[config.mk]
export PLATFORM = sky130hd
export DESIGN_NAME = waterbear_param_core
export DESIGN_NICKNAME = d
export VERILOG_FILES = /design/src/rtl/waterbear_param_core.sv
export SDC_FILE = /design/constraint.sdc
export NUM_CORES = 1
export LEC_CHECK = 0
export CORE_ASPECT_RATIO = 2
export CORE_MARGIN = 1.5
export CORE_UTILIZATION = 25
export DETAILED_ROUTE_END_ITERATION = 16
export MAX_ROUTING_LAYER = met4
export SLEW_MARGIN = 30
export SYNTH_ARGS = -nofsm -noshare
export SYNTH_HDL_FRONTEND = slang
export SYNTH_SLANG_ARGS = --single-unit
[constraint.sdc]
create_clock -name clk -period 3.6 [get_ports clk]
set_clock_uncertainty 0.05 [all_clocks]
set_input_delay 1.08 -clock clk [delete_from_list [all_inputs] [get_ports clk]]
set_output_delay 1.08 -clock clk [all_outputs]
set_load 0.005 [all_outputs]
[src/rtl/waterbear_param_core.sv]
// rtl/waterbear_param_core.sv - parameterised two-cycle accumulator core
//
// Purpose: small accumulator machine with four general registers. Each
// instruction is fetched in one cycle (FETCH) and executed in the next (EXEC).
// Opcode F parks the core in HALT until reset.
//
// Ports:
//   clk     in   1      sole clock, rising edge
//   reset   in   1      asynchronous, active-high reset
//   pc      out  AW     program counter / instruction address
//   instr   in   DW+6   {opcode[3:0], rsel[1:0], imm[DW-1:0]} at address pc
//   acc     out  DW     accumulator
//   zf      out  1      zero flag
//   cf      out  1      carry/borrow flag
//   halted  out  1      high while in HALT
module waterbear_param_core #(
    parameter int DW = 8,
    parameter int AW = 8
) (
    input  logic          clk,
    input  logic          reset,
    output logic [AW-1:0] pc,
    input  logic [DW+5:0] instr,
    output logic [DW-1:0] acc,
    output logic          zf,
    output logic          cf,
    output logic          halted
);

    typedef enum logic [1:0] {
        S_FETCH = 2'd0,
        S_EXEC  = 2'd1,
        S_HALT  = 2'd2
    } state_t;

    state_t          state, state_n;
    logic [DW+5:0]   ir, ir_n;
    logic [DW-1:0]   rf [4];
    logic [AW-1:0]   pc_n;
    logic [DW-1:0]   acc_n;
    logic            zf_n, cf_n;
    logic            rf_we;

    logic [3:0]      opcode;
    logic [1:0]      rsel;
    logic [DW-1:0]   imm;
    logic [DW-1:0]   rv;
    logic [DW:0]     sum_r, sum_i, diff_r;
    logic [AW-1:0]   pc_inc;

    assign opcode = ir[DW+5:DW+2];
    assign rsel   = ir[DW+1:DW];
    assign imm    = ir[DW-1:0];
    assign rv     = rf[rsel];

    // One extra bit on each operand so the top bit of the result is the
    // carry (add) or the unsigned borrow (subtract).
    assign sum_r  = {1'b0, acc} + {1'b0, rv};
    assign sum_i  = {1'b0, acc} + {1'b0, imm};
    assign diff_r = {1'b0, acc} - {1'b0, rv};
    assign pc_inc = pc + AW'(1);

    assign halted = (state == S_HALT);

    always_ff @(posedge clk or posedge reset) begin
        if (reset) begin
            state <= S_FETCH;
            pc    <= '0;
            acc   <= '0;
            zf    <= 1'b0;
            cf    <= 1'b0;
            ir    <= '0;
            for (int i = 0; i < 4; i++) begin
                rf[i] <= '0;
            end
        end else begin
            state <= state_n;
            pc    <= pc_n;
            acc   <= acc_n;
            zf    <= zf_n;
            cf    <= cf_n;
            ir    <= ir_n;
            if (rf_we) begin
                rf[rsel] <= acc;
            end
        end
    end

    always_comb begin
        logic acc_wr;
        state_n = state;
        ir_n    = ir;
        pc_n    = pc;
        acc_n   = acc;
        zf_n    = zf;
        cf_n    = cf;
        rf_we   = 1'b0;
        acc_wr  = 1'b0;

        case (state)
            S_FETCH: begin
                ir_n    = instr;
                state_n = S_EXEC;
            end
            S_EXEC: begin
                state_n = S_FETCH;
                pc_n    = pc_inc;
                case (opcode)
                    4'h0: ;
                    4'h1: begin acc_n = imm;                 acc_wr = 1'b1; end
                    4'h2: begin acc_n = sum_r[DW-1:0];  cf_n = sum_r[DW];  acc_wr = 1'b1; end
                    4'h3: begin acc_n = diff_r[DW-1:0]; cf_n = diff_r[DW]; acc_wr = 1'b1; end
                    4'h4: begin acc_n = acc & rv;            acc_wr = 1'b1; end
                    4'h5: begin acc_n = acc | rv;            acc_wr = 1'b1; end
                    4'h6: begin acc_n = acc ^ rv;            acc_wr = 1'b1; end
                    4'h7: rf_we = 1'b1;
                    4'h8: begin acc_n = rv;                  acc_wr = 1'b1; end
                    4'h9: pc_n = imm[AW-1:0];
                    4'hA: if (zf) pc_n = imm[AW-1:0];
                    4'hB: if (cf) pc_n = imm[AW-1:0];
                    4'hC: begin acc_n = sum_i[DW-1:0];  cf_n = sum_i[DW];  acc_wr = 1'b1; end
                    4'hD: begin acc_n = {acc[DW-2:0], 1'b0}; cf_n = acc[DW-1]; acc_wr = 1'b1; end
                    4'hE: begin acc_n = {1'b0, acc[DW-1:1]}; cf_n = acc[0];    acc_wr = 1'b1; end
                    default: begin
                        // HALT: pc stays on the HALT instruction's address.
                        pc_n    = pc;
                        state_n = S_HALT;
                    end
                endcase
                if (acc_wr) begin
                    zf_n = (acc_n == '0);
                end
            end
            default: ;
        endcase
    end

endmodule

### Cells by drive strength

Drawn at 2 px/µm.
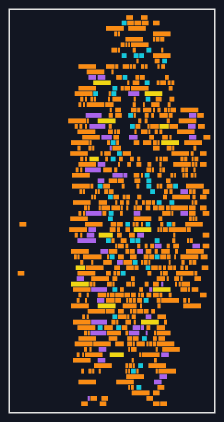
Key: cyan = drive 3 to 4 [cells 49, share 8.0%, most used buf_4]; yellow = drive 6 and up [cells 14, share 2.3%, most used clkbuf_16]; orange = drive 1 or less [cells 506, share 82%, most used dfrtp_1]; purple = drive 2 [cells 47, share 7.6%, most used mux2_2]

### Cells colored by class

Drawn at 3 px/µm.
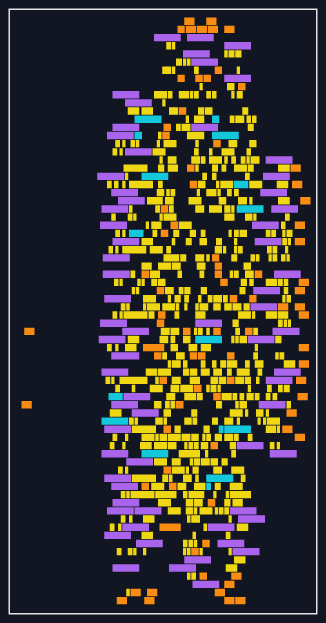
Key: purple = flip-flops [cells 66, share of their area 29%]; yellow = all other logic [cells 451, share of their area 54%]; cyan = clock drivers and dummy loads [cells 16, share of their area 5.0%]; orange = other buffers and delay cells [cells 83, share of their area 13%]

### M3 wires

Drawn at 2 px/µm. Cells faint in the background.
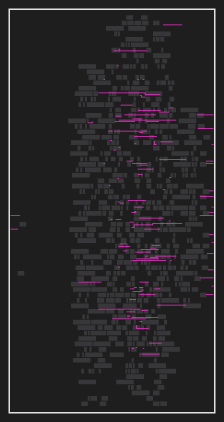
The longest straight run is 28.5 µm. The wires run mostly horizontal. The layer holds 3.5% of the routed length. 68 nets have wire on it. The layer carries 586 µm of wire.

### Placement view

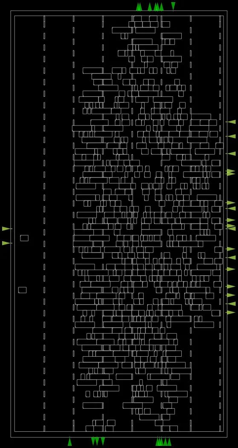
Core Util, Final: 31.7%
Site Rows: 72
Flop Count: 66
Tapcells: 259

### Register map, names as in the netlist

Drawn at 2 px/µm. Other sequential cells in the stronger gray, the rest of the logic in the fainter gray.
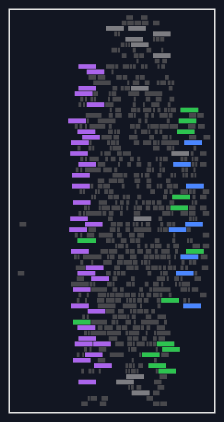
Key: blue = `pc` [placed flops 8, where east]; green = `ir` [placed flops 14]; purple = `rf` [placed flops 32]

==> results.sh <==
# flow metrics
export IMPL_status="finished, final reports clean"
export IMPL_wl_met2_um=9210
export IMPL_post_cts_resized=0
export IMPL_nClkBuffers=12
export IMPL_fmax_mhz=299
export IMPL_largest_reg_flops=32
export IMPL_worstSkewPairLatency_ns=0.35
export IMPL_wl_per_cell_um=19.0
export IMPL_pg_seq_mw=1.50
export IMPL_grt_use_met1_pct=15.1
export IMPL_cpPeakStageDelay_ns=0.53
export IMPL_worst_path_buf_inv=1
export IMPL_r2r_end="zf"
export IMPL_p_comb_share_pct=66.4
export IMPL_cts_buffers=9
export IMPL_slew_headroom_pct=37.2
export IMPL_synthDistinctLibCells=74
export IMPL_initialDrtViolationCount=140
export IMPL_gp_congestion=0.975
export IMPL_cp_cell_sequence="mux4_2 > inv_1 > ha_1 > a211o_1 > a21oi_2 > o221ai_1 > a221o_1 > a221oi_1 > a41oi_1 > o41ai_2"
export IMPL_p_int_mw=3.68
export IMPL_max_cap_violations=0
export IMPL_mux_share_pct=9.58
export IMPL_comb_share_pct=49.1
export IMPL_r2r_start="ir[8]"
export IMPL_start_kind="register"
export IMPL_syn_avg_cell_area_um2=8.97
export IMPL_cts_tree="yes"
export IMPL_synthArstFlopShare_pct=100
export IMPL_regArea_mm2=0.00165
export IMPL_critical_path_required_ns=3.79
export IMPL_fin_crit_ns=3.35
export IMPL_fill_cells=2094
export IMPL_yosys_area_mm2=0.00490
export IMPL_logic_family="AND-OR/OR-AND gates"
export IMPL_root_buffer="clkbuf_16"
export IMPL_routed_wirelength_um=16600
export IMPL_tightest_slew_ns=0.933
export IMPL_grt_usage_pct=17.3
export IMPL_final_comb_area_mm2=0.00300
export IMPL_power_frac_seq_pct=21.5
export IMPL_nNetsFinal=664
export IMPL_power_mw=6.98
export IMPL_ys_cells=546
export IMPL_htreeDepth=3
export IMPL_dp_hpwl_um=13200
